===== src/rtl/lcd_status_display.sv =====
// HD44780 status writer: paints labelled stat digits on row 0 and a face code on row 1,
// then rewrites only the fields whose clamped value differs from what is on the glass.
module lcd_status_display #(
  parameter int          NUM_CHANNELS = 3,
  parameter int          MAX_VALUE    = 5,
  parameter int          NUM_FACES    = 9,
  parameter logic [31:0] LABELS       = "FJEX",
  parameter int          COUNT_MAX    = 8,
  parameter int          INIT_WAIT    = 16,
  localparam int         VW           = $clog2(MAX_VALUE + 1),
  localparam int         FW           = $clog2(NUM_FACES)
) (
  input  logic                       clk,
  input  logic                       reset,
  input  logic [FW-1:0]              face,
  input  logic [NUM_CHANNELS*VW-1:0] values,
  input  logic                       force_refresh,
  output logic                       rs,
  output logic                       rw,
  output logic                       enable,
  output logic [7:0]                 data,
  output logic                       busy,
  output logic                       ready
);

  localparam int TMAX = (INIT_WAIT > COUNT_MAX) ? INIT_WAIT : COUNT_MAX;
  localparam int CW   = $clog2(TMAX + 1);
  localparam logic [4:0]    FULL_LAST  = 5'(3 + 4 * NUM_CHANNELS - 1);
  localparam logic [4:0]    CHAN_LAST  = 5'(4 * NUM_CHANNELS);
  localparam logic [4:0]    FACE_ADDR  = 5'(4 * NUM_CHANNELS + 1);
  localparam logic [VW-1:0] MAX_V      = VW'(MAX_VALUE);
  localparam logic [FW-1:0] MAX_F      = FW'(NUM_FACES - 1);
  localparam logic [CW-1:0] PH_LAST    = CW'(COUNT_MAX - 1);
  localparam logic [CW-1:0] WAIT_LAST  = CW'(INIT_WAIT - 1);

  typedef enum logic [2:0] {
    S_WAIT_POWER,
    S_INIT,
    S_FULL,
    S_IDLE,
    S_FIELD_ADDR,
    S_FIELD_DATA
  } state_t;

  state_t          state_q, state_d;
  logic [CW-1:0]   cnt_q, cnt_d;
  logic [1:0]      ph_q, ph_d;
  logic [4:0]      idx_q, idx_d;
  logic [1:0]      chan_q, chan_d;
  logic            face_sel_q, face_sel_d;
  logic            pend_q, pend_d;
  logic            ready_q, ready_d;
  logic            rs_q, rs_d;
  logic [7:0]      data_q, data_d;
  logic            enable_q, enable_d;
  logic [VW-1:0]   shadow_q [4];
  logic [FW-1:0]   face_shadow_q;

  logic [VW-1:0]   clamp_v [4];
  logic [7:0]      digit_char [4];
  logic [7:0]      label_char [4];
  logic [3:0]      diff;
  logic [FW-1:0]   clamp_f;
  logic [7:0]      face_char;
  logic            face_diff;
  logic            dirty_any;
  logic [1:0]      dirty_sel;

  logic            in_byte, byte_done;
  logic [4:0]      full_idx;
  logic [3:0]      full_k;
  logic            full_rs;
  logic [7:0]      full_data;
  logic [3:0]      full_ld_ch;
  logic            full_ld_face;
  logic [1:0]      init_idx;
  logic [7:0]      init_cmd;

  logic            issue, issue_rs, enter_full, ld_face;
  logic [7:0]      issue_data;
  logic [3:0]      ld_ch;

  // Unused channel slots clamp to zero and never get loaded, so they never look dirty.
  for (genvar gi = 0; gi < 4; gi++) begin : g_chan
    if (gi < NUM_CHANNELS) begin : g_used
      logic [VW-1:0] raw;
      assign raw         = values[gi*VW +: VW];
      assign clamp_v[gi] = (raw > MAX_V) ? MAX_V : raw;
    end else begin : g_unused
      assign clamp_v[gi] = '0;
    end
    assign digit_char[gi] = 8'h30 + 8'(clamp_v[gi]);
    assign label_char[gi] = LABELS[8*(3-gi) +: 8];
    assign diff[gi]       = (clamp_v[gi] != shadow_q[gi]);
  end

  assign clamp_f   = (face > MAX_F) ? MAX_F : face;
  assign face_char = 8'h30 + 8'(clamp_f);
  assign face_diff = (clamp_f != face_shadow_q);

  always_comb begin
    dirty_any = |diff;
    dirty_sel = 2'd0;
    for (int i = 3; i >= 0; i--) begin
      if (diff[i]) dirty_sel = 2'(i);
    end
  end

  assign in_byte   = (state_q == S_INIT) || (state_q == S_FULL) ||
                     (state_q == S_FIELD_ADDR) || (state_q == S_FIELD_DATA);
  assign byte_done = (ph_q == 2'd2) && (cnt_q == PH_LAST);

  // Byte to issue next in the full paint; index 0 whenever FULL is being entered.
  always_comb begin
    full_idx     = (state_q == S_FULL) ? idx_q + 5'd1 : 5'd0;
    full_k       = 4'(full_idx - 5'd1);
    full_rs      = 1'b1;
    full_data    = 8'h20;
    full_ld_ch   = '0;
    full_ld_face = 1'b0;
    if (full_idx == 5'd0) begin
      full_rs   = 1'b0;
      full_data = 8'h80;
    end else if (full_idx <= CHAN_LAST) begin
      case (full_k[1:0])
        2'd0: full_data = label_char[full_k[3:2]];
        2'd1: full_data = 8'h3A;
        2'd2: begin
          full_data                = digit_char[full_k[3:2]];
          full_ld_ch[full_k[3:2]]  = 1'b1;
        end
        default: full_data = 8'h20;
      endcase
    end else if (full_idx == FACE_ADDR) begin
      full_rs   = 1'b0;
      full_data = 8'hC0;
    end else begin
      full_data    = face_char;
      full_ld_face = 1'b1;
    end
  end

  always_comb begin
    init_idx = (state_q == S_INIT) ? idx_q[1:0] + 2'd1 : 2'd0;
    case (init_idx)
      2'd0:    init_cmd = 8'h38;
      2'd1:    init_cmd = 8'h0C;
      2'd2:    init_cmd = 8'h01;
      default: init_cmd = 8'h06;
    endcase
  end

  always_comb begin
    state_d    = state_q;
    cnt_d      = cnt_q;
    ph_d       = ph_q;
    idx_d      = idx_q;
    chan_d     = chan_q;
    face_sel_d = face_sel_q;
    ready_d    = ready_q;
    rs_d       = rs_q;
    data_d     = data_q;
    enable_d   = 1'b0;
    issue      = 1'b0;
    issue_rs   = 1'b0;
    issue_data = 8'h00;
    ld_ch      = '0;
    ld_face    = 1'b0;
    enter_full = 1'b0;

    if (in_byte && !byte_done) begin
      if (cnt_q == PH_LAST) begin
        cnt_d = '0;
        ph_d  = ph_q + 2'd1;
      end else begin
        cnt_d = cnt_q + CW'(1);
      end
      enable_d = (ph_d == 2'd1);
    end

    case (state_q)
      S_WAIT_POWER: begin
        if (cnt_q == WAIT_LAST) begin
          state_d    = S_INIT;
          idx_d      = 5'd0;
          issue      = 1'b1;
          issue_data = init_cmd;
        end else begin
          cnt_d = cnt_q + CW'(1);
        end
      end
      S_INIT: begin
        if (byte_done) begin
          issue = 1'b1;
          if (idx_q == 5'd3) begin
            state_d    = S_FULL;
            idx_d      = 5'd0;
            enter_full = 1'b1;
            issue_rs   = full_rs;
            issue_data = full_data;
          end else begin
            idx_d      = idx_q + 5'd1;
            issue_data = init_cmd;
          end
        end
      end
      S_FULL: begin
        if (byte_done) begin
          if (idx_q == FULL_LAST) begin
            state_d = S_IDLE;
            ready_d = 1'b1;
          end else begin
            idx_d      = full_idx;
            issue      = 1'b1;
            issue_rs   = full_rs;
            issue_data = full_data;
            ld_ch      = full_ld_ch;
            ld_face    = full_ld_face;
          end
        end
      end
      S_IDLE: begin
        if (pend_q) begin
          state_d    = S_FULL;
          idx_d      = 5'd0;
          enter_full = 1'b1;
          issue      = 1'b1;
          issue_rs   = full_rs;
          issue_data = full_data;
        end else if (dirty_any) begin
          state_d    = S_FIELD_ADDR;
          chan_d     = dirty_sel;
          face_sel_d = 1'b0;
          issue      = 1'b1;
          issue_data = 8'h82 + 8'({dirty_sel, 2'b00});
        end else if (face_diff) begin
          state_d    = S_FIELD_ADDR;
          face_sel_d = 1'b1;
          issue      = 1'b1;
          issue_data = 8'hC0;
        end
      end
      S_FIELD_ADDR: begin
        if (byte_done) begin
          state_d  = S_FIELD_DATA;
          issue    = 1'b1;
          issue_rs = 1'b1;
          if (face_sel_q) begin
            issue_data = face_char;
            ld_face    = 1'b1;
          end else begin
            issue_data    = digit_char[chan_q];
            ld_ch[chan_q] = 1'b1;
          end
        end
      end
      S_FIELD_DATA: begin
        if (byte_done) state_d = S_IDLE;
      end
      default: state_d = S_WAIT_POWER;
    endcase

    // A newly issued byte always starts in SETUP with the strobe low.
    if (issue) begin
      rs_d     = issue_rs;
      data_d   = issue_data;
      cnt_d    = '0;
      ph_d     = 2'd0;
      enable_d = 1'b0;
    end
  end

  assign pend_d = force_refresh | (pend_q & ~enter_full);

  always_ff @(posedge clk) begin
    if (reset) begin
      state_q       <= S_WAIT_POWER;
      cnt_q         <= '0;
      ph_q          <= 2'd0;
      idx_q         <= 5'd0;
      chan_q        <= 2'd0;
      face_sel_q    <= 1'b0;
      pend_q        <= 1'b0;
      ready_q       <= 1'b0;
      rs_q          <= 1'b0;
      data_q        <= 8'h00;
      enable_q      <= 1'b0;
      face_shadow_q <= '0;
      for (int i = 0; i < 4; i++) shadow_q[i] <= '0;
    end else begin
      state_q    <= state_d;
      cnt_q      <= cnt_d;
      ph_q       <= ph_d;
      idx_q      <= idx_d;
      chan_q     <= chan_d;
      face_sel_q <= face_sel_d;
      pend_q     <= pend_d;
      ready_q    <= ready_d;
      rs_q       <= rs_d;
      data_q     <= data_d;
      enable_q   <= enable_d;
      if (ld_face) face_shadow_q <= clamp_f;
      for (int i = 0; i < 4; i++) begin
        if (ld_ch[i]) shadow_q[i] <= clamp_v[i];
      end
    end
  end

  assign rs     = rs_q;
  assign rw     = 1'b0;
  assign enable = enable_q;
  assign data   = data_q;
  assign busy   = (state_q != S_IDLE);
  assign ready  = ready_q;

endmodule


===== config.mk =====
export PLATFORM = sky130hd
export DESIGN_NAME = lcd_status_display
export DESIGN_NICKNAME = d
export VERILOG_FILES = /design/src/rtl/lcd_status_display.sv
export SDC_FILE = /design/constraint.sdc
export NUM_CORES = 1
export LEC_CHECK = 0
export CAP_MARGIN = 25
export CELL_PAD_IN_SITES_DETAIL_PLACEMENT = 1
export CELL_PAD_IN_SITES_GLOBAL_PLACEMENT = 1
export CORE_MARGIN = 2
export CORE_UTILIZATION = 39
export DETAILED_ROUTE_END_ITERATION = 16
export MAX_ROUTING_LAYER = met4
export PLACE_DENSITY = 0.84
export SETUP_SLACK_MARGIN = 0.3
export SLEW_MARGIN = 20
export SYNTH_ARGS = -nofsm -noshare
export SYNTH_HDL_FRONTEND = slang
export SYNTH_SLANG_ARGS = --single-unit

===== constraint.sdc =====
create_clock -name clk -period 3.1 [get_ports clk]
set_clock_uncertainty 0.15 [all_clocks]
set_input_delay 0.93 -clock clk [delete_from_list [all_inputs] [get_ports clk]]
set_output_delay 0.93 -clock clk [all_outputs]
set_load 0.02 [all_outputs]

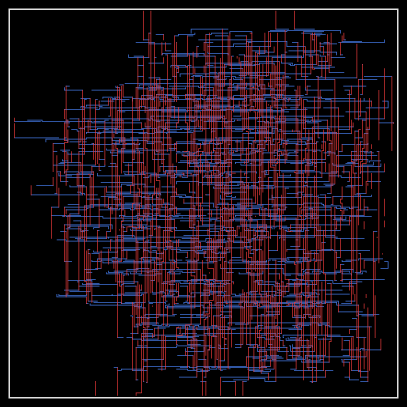
**Above:** signal wires by layer.
Drawn at 4 px/um. Only two layers are drawn.
colour	layer	wire length
blue	M1	5160 um
red	M2	5880 um

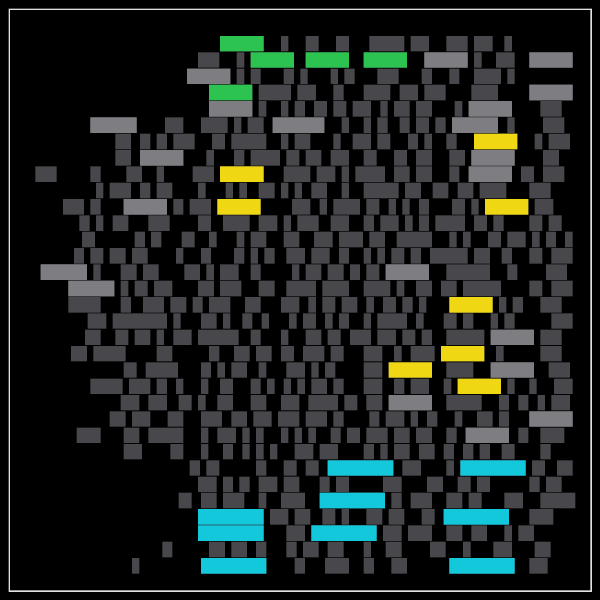
**Above:** sequential cells grouped by signal name.
Drawn at 6 px/um. Other sequential cells in the stronger grey, the rest of the logic in the fainter grey.
colour	name in the netlist	placed flops
green	cnt_q	5
cyan	shadow_q	9
yellow	data	8

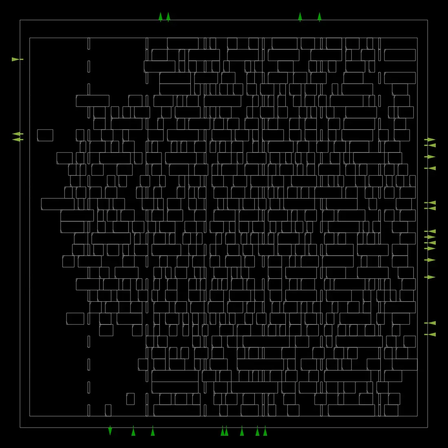
**Above:** cell placement.
total number of tap cells: 105
utilization after layout: 51.5%

==> notes.md <==
Here are the numbers from the latest Yosys + OpenROAD run.

The hold violation total from the final report came out at 0. The fraction of synthesized cell area taken by the top area cell type is 20.3%. In this run the most used layer during global routing was met2. The maximum number of pins on one net before global-route repair came out at 32. After synthesis, the share of cell area in mux cells is 1.19%.

The time the final worst path needs with I/O delays and setup is 2.76 ns. The number of instances resized during post-cts repair came out at 45. The post-synthesis xor/xnor area fraction is 3.92%. The layout stage reports a final design area of 0.00425 sq mm. The number of antenna violations at the first check in global routing came out at 0. The post-synthesis sequential element count came out at 43. The cell-internal power is 817 uW. The yosys-reported design area after synthesis came out at 0.00335 sq mm. The number of I/O pins came out at 29. After synthesis, the share of flip-flops with an asynchronous set or reset is 0%. The via count of the first global-routing pass came out at 3831. The flow measured a signed area growth from synthesis to layout of 26.9%. The total congestion overflow after global routing is 0. The worst setup margin is 0.335 ns.

From left edge to right edge, the die measures 96.7 um. After synthesis, the cell types taking the most area are sky130_fd_sc_hd__dfxtp_1 20%, sky130_fd_sc_hd__edfxtp_1 8.1%, sky130_fd_sc_hd__nor2_1 4.8%. The number of nets in the final layout came out at 511. The run finished with clean final reports. The area of the core region is 0.00826 sq mm. The routed via count is 3777.

According to the timing report, the data required time at the worst endpoint equals 3.13 ns. Once detail routing completed, the nets flagged for antenna violations numbered 0. The final-report max-slew violation count is 0. The post-placement cell count came out at 583. The count of instantiated cells in the yosys netlist is 440. The category of the critical setup timing path is input pin to flop.

The slew at the pin with the worst max-slew slack is 0.651 ns. The core utilization before placement came out at 40.6%. The CTS tree is done. The relative contribution of combinational cells to total power is 14.8%. The clock passes through at most 2 buffers.

The CTS clock-pin slew for the worst setup and hold paths came out at 0.09 ns. The detailed router used layers up to and including met4. Final hold analysis gives a worst-case slack of 0.340 ns.

In this run, power in the clock network comes to 365 uW. The cell at the root of the clock tree is sky130_fd_sc_hd__clkbuf_8. Warnings reported by Yosys during synthesis add up to 0.

The worst stage delay on the critical path came out at 0.49 ns. The wire length on met1 came out at 5.16 mm. The summed instance area of the synthesized netlist came out at 0.00335 sq mm. The count of endpoints failing setup in the final report came out at 0. The total length of routed met3 wires is 590 um.

The max-capacitance violation count is 0. The nature of the critical path startpoint is an input pin. The timing-limited maximum frequency came out at 362 MHz.

The number of vias per cell came out at 6.34. Checking max transition, the worst relative margin is 56.4%. The count of buffers inserted at the top-level ports came out at 27.

The global routing usage on met2 is 43.6%. Sorting the Yosys area breakdown by cell type puts at the top sky130_fd_sc_hd__dfxtp_1. The library cell used most frequently in the layout, excluding fill and tap cells, is sky130_fd_sc_hd__buf_4. The met1 global-route usage is 32.5%.

The gate count of the mapped netlist came out at 440. The report lists the number of standard-cell rows as 33. The clock insertion delay at the later pin of the skew report came out at 0.30 ns.

In the layout the commonest cells are 44 x sky130_fd_sc_hd__buf_4, 43 x sky130_fd_sc_hd__nor2_1, 35 x sky130_fd_sc_hd__nand2_1, 29 x sky130_fd_sc_hd__dfxtp_1, 28 x sky130_fd_sc_hd__a21oi_1. The net switching power is 320 uW. The biggest fanout along the worst timing path came out at 6. Of all power groups, the one with the highest power is sequential cells. The first global-routing pass estimated 19.5 mm of wire. The combinational gate power is 168 uW. The final weighted congestion recorded by global placement is 0.896. The net count entering floorplan is 461. The post-detailed-route DRC marker count is 0.
cell usage after synthesis, drive strengths merged, types with 3 or more instances:
cell,instances
o21ai,17
inv,21
a2bb2oi,4
mux2i,4
or3b,4
xnor2,7
nand4,3
a31o,4
a21oi,31
or2,3
a221oi,3
or3,6
o31ai,3
o21a,3
a22oi,4
a41oi,4
and3,4
or4,7
edfxtp,9
dfxtp,34
nor2,43
nor3,18
nor4,3
o32ai,4
xor2,8
o2111ai,6
nor2b,8
nor3b,7
o211ai,7
a21boi,3
nand2b,16
a211oi,7
nand4b,3
ha,5
nand2,35
clkbuf,29
o22ai,5
a31oi,9
nand3,16
worst max-delay path, delay by kind of cell:
kind / cells / cell delay (ns)
simple gates: 1 / 0.49
buf+inv: 3 / 0.43
compound gates: 4 / 0.79
xor+xnor: 1 / 0.15
final cells by class:
cell class,instances,area (sq um)
fillers,1010,4000
clock buffers,6,72.6
flip-flops and latches,43,960
multi-input cells,346,2400
well taps,105,131
clock inverters,2,11.3
inverters,21,78.8
repair buffers,73,602
worst paths after layout:
| kind | depth (start not counted) | start | endpoint | slack, ns |
|---|---|---|---|---|
| min | 2 | face_shadow_q[3]$_SDFFE_PP0P_ | face_shadow_q[3]$_SDFFE_PP0P_ | 0.34 |
| max | 9 | values[1] | data[3]$_SDFFE_PP0P_ | 0.34 |
| max reg2reg | 8 | cnt_q[0]$_SDFF_PP0_ | data[6]$_SDFFE_PP0P_ | 0.42 |
| min reg2reg | 2 | face_shadow_q[3]$_SDFFE_PP0P_ | face_shadow_q[3]$_SDFFE_PP0P_ | 0.34 |
state kept, by name (all words and copies together), names as in the netlist, 2 cells and up:
signal	cells
data	8
idx_q	5
ph_q	2
shadow_q	9
cnt_q	5
face_shadow_q	4
state_q	3
chan_q	2
Power is estimated from default activity; no workload was simulated.
